===== config.mk =====
export PLATFORM = sky130hd
export DESIGN_NAME = reg_file_2r1w
export DESIGN_NICKNAME = d
export VERILOG_FILES = /design/src/rtl/alu_pkg.sv /design/src/rtl/flags_reg.sv /design/src/rtl/reg_file_2r1w.sv
export SDC_FILE = /design/constraint.sdc
export NUM_CORES = 2
export LEC_CHECK = 0
export CAP_MARGIN = 20
export CORE_UTILIZATION = 40
export CTS_CLUSTER_SIZE = 16
export DETAILED_ROUTE_END_ITERATION = 7
export HOLD_SLACK_MARGIN = 0.03
export PLACE_DENSITY = 0.6
export SETUP_SLACK_MARGIN = 0.2
export SYNTH_ARGS = -nofsm -noshare
export SYNTH_HDL_FRONTEND = slang
export SYNTH_SLANG_ARGS = --single-unit
export TNS_END_PERCENT = 20

===== constraint.sdc =====
create_clock -name clk -period 102.2 [get_ports clk]
set_clock_uncertainty 0.15 [all_clocks]
set_input_delay 10.22 -clock clk [delete_from_list [all_inputs] [get_ports clk]]
set_output_delay 10.22 -clock clk [all_outputs]
set_load 0.02 [all_outputs]

===== src/rtl/alu_pkg.sv =====
// Shared datapath constants and ALU select encodings for the execute stage.
package alu_pkg;

  localparam int unsigned DATA_WIDTH = 64;
  localparam int unsigned ADDR_WIDTH = 5;
  localparam int unsigned ZERO_REG   = 31;
  localparam int unsigned NUM_REGS   = 1 << ADDR_WIDTH;

  typedef enum logic [2:0] {
    ALU_NOP = 3'd0,
    ALU_ADD = 3'd1,
    ALU_SUB = 3'd2,
    ALU_MUL = 3'd3,
    ALU_DIV = 3'd4,
    ALU_AND = 3'd5,
    ALU_OR  = 3'd6
  } alu_sel_e;

endpackage


===== src/rtl/flags_reg.sv =====
// Two-bit condition-flag register (Z, V) with capture enable and async reset.
module flags_reg (
  input  logic clk,
  input  logic reset,
  input  logic flag_we,
  input  logic alu_zero,
  input  logic alu_overflow,
  output logic zero_flag,
  output logic overflow_flag
);

  // Capture ALU flags when enabled, otherwise hold.
  always_ff @(posedge clk or posedge reset) begin
    if (reset) begin
      zero_flag     <= 1'b0;
      overflow_flag <= 1'b0;
    end else if (flag_we) begin
      zero_flag     <= alu_zero;
      overflow_flag <= alu_overflow;
    end
  end

endmodule


===== src/rtl/reg_file_2r1w.sv =====
// 2-read/1-write architectural register file with hardwired zero register,
// optional same-cycle write forwarding, and a condition-flag register.
module reg_file_2r1w
  import alu_pkg::*;
#(
  parameter int unsigned DATA_WIDTH = alu_pkg::DATA_WIDTH,
  parameter int unsigned ADDR_WIDTH = alu_pkg::ADDR_WIDTH,
  parameter int unsigned ZERO_REG   = alu_pkg::ZERO_REG,
  parameter int unsigned BYPASS     = 1
) (
  input  logic                  clk,
  input  logic                  reset,
  input  logic [ADDR_WIDTH-1:0] rd_addr1,
  input  logic [ADDR_WIDTH-1:0] rd_addr2,
  output logic [DATA_WIDTH-1:0] rd_data1,
  output logic [DATA_WIDTH-1:0] rd_data2,
  input  logic                  wr_en,
  input  logic [ADDR_WIDTH-1:0] wr_addr,
  input  logic [DATA_WIDTH-1:0] wr_data,
  input  logic                  flag_we,
  input  logic                  alu_zero,
  input  logic                  alu_overflow,
  output logic                  zero_flag,
  output logic                  overflow_flag
);

  localparam int unsigned          DEPTH = 1 << ADDR_WIDTH;
  localparam logic [ADDR_WIDTH-1:0] ZR   = ADDR_WIDTH'(ZERO_REG);

  logic [DATA_WIDTH-1:0] regs [DEPTH];
  logic                  wr_live;

  // A write is real only when enabled, out of reset and not aimed at XZR.
  assign wr_live = wr_en && !reset && (wr_addr != ZR);

  // Register array: async clear, one write per cycle.
  always_ff @(posedge clk or posedge reset) begin
    if (reset) begin
      regs <= '{default: '0};
    end else if (wr_live) begin
      regs[wr_addr] <= wr_data;
    end
  end

  // Read port 1: array lookup, optional forwarding, XZR forced to zero.
  always_comb begin
    rd_data1 = regs[rd_addr1];
    if ((BYPASS != 0) && wr_live && (wr_addr == rd_addr1)) rd_data1 = wr_data;
    if (rd_addr1 == ZR) rd_data1 = '0;
  end

  // Read port 2: same structure as port 1.
  always_comb begin
    rd_data2 = regs[rd_addr2];
    if ((BYPASS != 0) && wr_live && (wr_addr == rd_addr2)) rd_data2 = wr_data;
    if (rd_addr2 == ZR) rd_data2 = '0;
  end

  flags_reg u_flags (
    .clk           (clk),
    .reset         (reset),
    .flag_we       (flag_we),
    .alu_zero      (alu_zero),
    .alu_overflow  (alu_overflow),
    .zero_flag     (zero_flag),
    .overflow_flag (overflow_flag)
  );

endmodule


### Metal 1

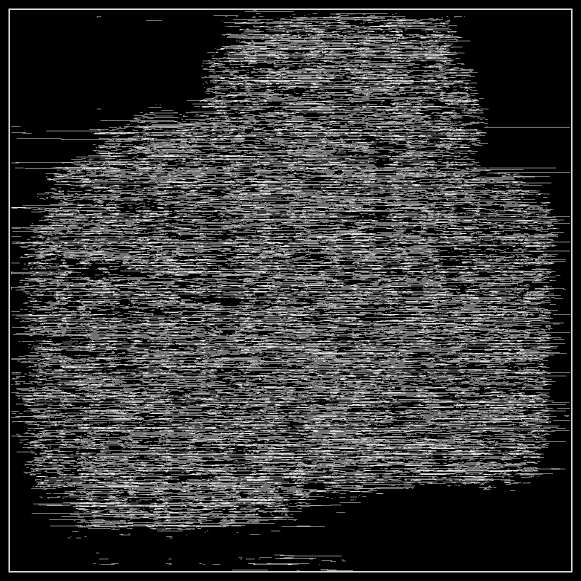
The wires run mostly horizontal. The longest straight run is 147 um. The layer holds 41% of the routed length.
Post-Route WL: 396 mm
via count: 75710
met1 Usage GRT: 0.367

### Metal 2

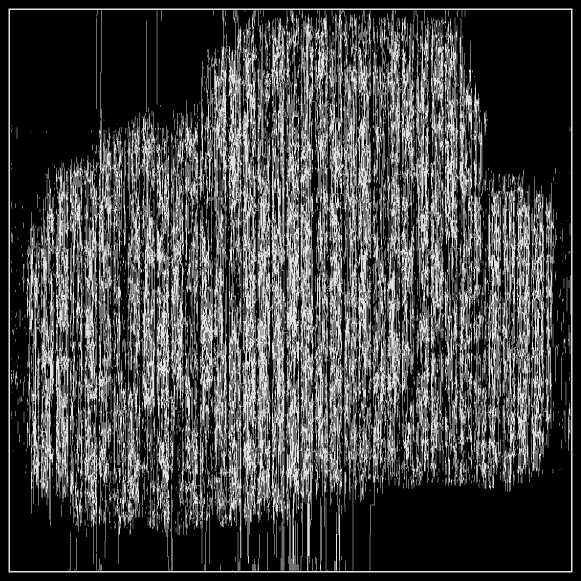
The layer holds 46% of the routed length. The longest straight run is 148 um. The layer carries 184 mm of wire. 7111 nets have wire on it. The wires run mostly vertical.
GR Util met2: 0.447

### Signal wires on met3

The bar under the picture is 200 um long. Cells faint in the background.
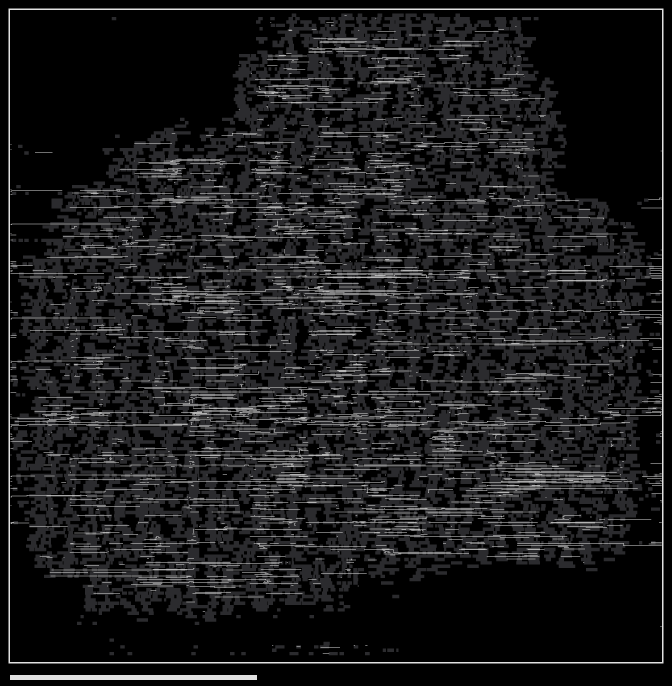
The longest straight run is 203 um. The layer carries 29.9 mm of wire. The layer holds 7.6% of the routed length.
GRT met3 Usage: 0.0522

### Signal wires on met4

The bar under the picture is 200 um long.
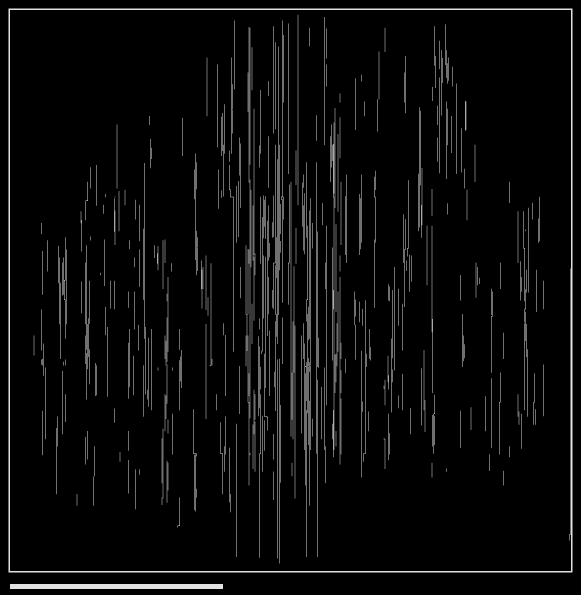
The wires run mostly vertical. 181 nets have wire on it.

### Track usage over the die

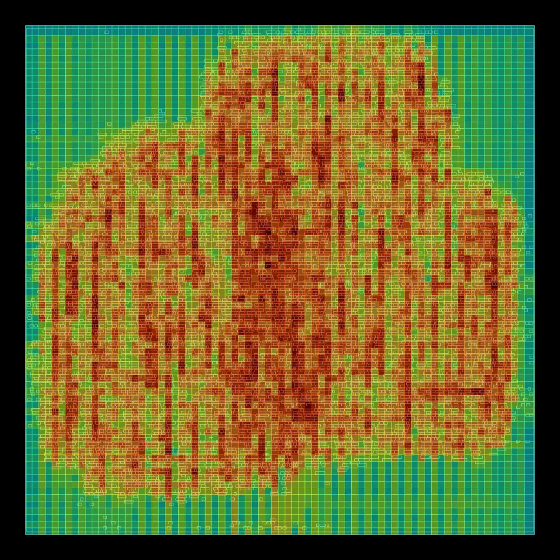
aggregate global-route resource usage: 0.281
DR WL/cell: 33.9 um
Final Core Density: 0.450

==> results.toml <==
# generated from flow reports
[outcome]
status = "finished clean"

[synth]
aoi_share = 0.0768
top_cell_area_share = 0.464
synthCells = 8063
synth_stat.cells = 8063
most_common_cell = "mux2_2"
edf_count = 0
yosys.stat.chipArea_um2 = 111000
ff_type = "dfrtp_1"
yosysTopAreaCell = "dfrtp_1"
ys_sh_simple = 0.0124
yosysWarnings = 0
ys_sh_adder = 0
synthArstFlopShare = 1.00
synth_area_um2 = 111000
mux_share = 0.405
ys_seq_frac = 0.464
common_cells = "mux2_2, dfrtp_1, mux2i_1"
ys_types = 53
synthXorXnorAreaFrac = 0.000792
ys.flops = 2050
synth_area_per_cell_um2 = 13.7
area_leaders = "dfrtp_1, mux2_2, mux4_2, mux2i_1, o22ai_1"
fp_nets = 8148
synthTopLogicFamily = "multiplexers"

[min_path]
hold_class = "flop to flop"
hold_end = "regs[28]"
hp-start = "regs[28]"
whs_path_depth = 0

[final_timing]
finalCritPeriodShare = 0.255
tns_ns = 0
finalMaxSlewViolations = 0
max_freq_mhz = 38.4
rsz0062_at_grt = "false"
tightestPinTransition_ns = 1.28
fin_crit_ns = 26.05
setup_viol = 0
slew-limit-headroom = 0.145
finalHoldViolCount = 0

[critical_path]
required_ns = 91.83
crit_buf_inv = 5
crit_path_end_kind = "output pin"
critPathMaxFanout = 72
critPathLaunch = "rd_addr2[0]"
critPathKind = "primary input to output pin"
rr_worst_depth = 1
crit_family = "buffers and inverters"
cp_common_cell = "buf_4"
endpoint = "rd_data2[40]"
timing.rr.end = "regs[1532]"
critPathLaunchType = "primary input"
cp.arrival_ns = 15.68
r2r_start = "regs[1532]"
path_depth = 10
cpPeakStageDelay_ns = 0.86
path_cells = "buf_8 > buf_4 > buf_4 > buf_4 > mux4_2 > nand2_1 > a21oi_1 > a211oi_1 > o22ai_1 > clkdlybuf4s50_1"
cpMaxStageDelayCell = "buf_4"
ff2ff_setup_slack_ns = 101.23

[floorplan]
taps = 3686
core_area_um2 = 274000
die_area_um2 = 279000
ios = 215
fp.dieH_um = 528
die-width_um = 528
fp_util = 0.403
rows = 192

[layout]
buffer_area_frac = 0.0364
largest_class = "logic gates"
drive_gt1_frac = 0.449
num-fill-cells = 24437
ff_count = 2050
seq_share = 0.416
inv_count = 3
clk_share = 0.0627
final_layout_top_logic_cells = "mux2_2, dfrtp_1, mux2i_1"
nets = 7878
flop_area_um2 = 51300
finalNonFillerCells = 11684
multiInputGateArea_um2 = 55300
syn_to_final_growth_pct = 11.6
n_clock_buffer = 333
num_antenna_cells = 14
layout_top_cell = "mux2_2"
comb_share = 0.448
logic_gate_count = 5079
buffers_excl_clock = 436

[power]
combPwrFrac = 0.173
pg_seq_uw = 997
power_leader = "registers"
p_comb_uw = 386
p_leak_nw = 55.2
p_sw_uw = 617
p_seq_frac = 0.446
power_frac_clock = 0.381
internal-power_mw = 1.62
power.density_nw_per_um2 = 18.1
p_clk_uw = 851
peakVddDrop_v = 0.0000200
switching_share = 0.276

[global_route]
grt_pass1_vias = 78315
grt_antenna_before_repair = 29
grt_pass1_wl_mm = 572
grt_start_max_net_pins = 193
grt-ovfl-total = 0

[placed_design]
dpl.cell_count = 11229
numPortBuffers = 214
gp_congestion = 0.820
place_hpwl_mm = 211

[clocking]
clock_sinks = 2050
cts_root_buf = "clkbuf_16"
cts_tree = "done"
cts-htree-levels = 4
post_cts_buffers = 0
clk_latency_ns = 0.89
ctsHoldBuffers = 0
cts_buffer_depth = 3
clk_transition_reported_paths_ns = 0.06
cts_buffers = 223
postCtsResizedCells = 0

[drt]
route.detailed.drc = 0
drtIter0Drc = 7866
dr.pass1.iters = 5
viasPerCell = 6.48
antenna_left = 0

[flow_run]
tool_warnings = 61
maxCapViolCount = 0
metal layers:
metal,GRT usage,vias up,wire (um)
met5,0.00190,-,177
met4,0.140,18,21600
li1,-,30366,-
met2,0.447,3625,184000
met1,0.367,40656,160000
met3,0.0522,1045,29900
stage by stage:
stage / total power [mW] / instance area, um2 / hold slack (ns) / setup slack, ns
2_1_floorplan: 1.27 / 111000 / 0.295 / 33.92
3_3_place_gp: 1.37 / 115000 / 0.233 / 76.25
3_5_place_dp: 1.39 / 115000 / 0.237 / 76.22
4_1_cts: 2.24 / 123000 / 0.251 / 76.21
5_1_grt: 2.32 / 123000 / 0.255 / 75.91
6_report: 2.23 / 123000 / 0.251 / 76.15
state kept, by name (all words and copies together) (netlist names):
| signal | cells |
|---|---|
| u_flags.overflow_flag | 1 |
| regs | 2048 |
| u_flags.zero_flag | 1 |
Power and IR drop assume default switching activity.
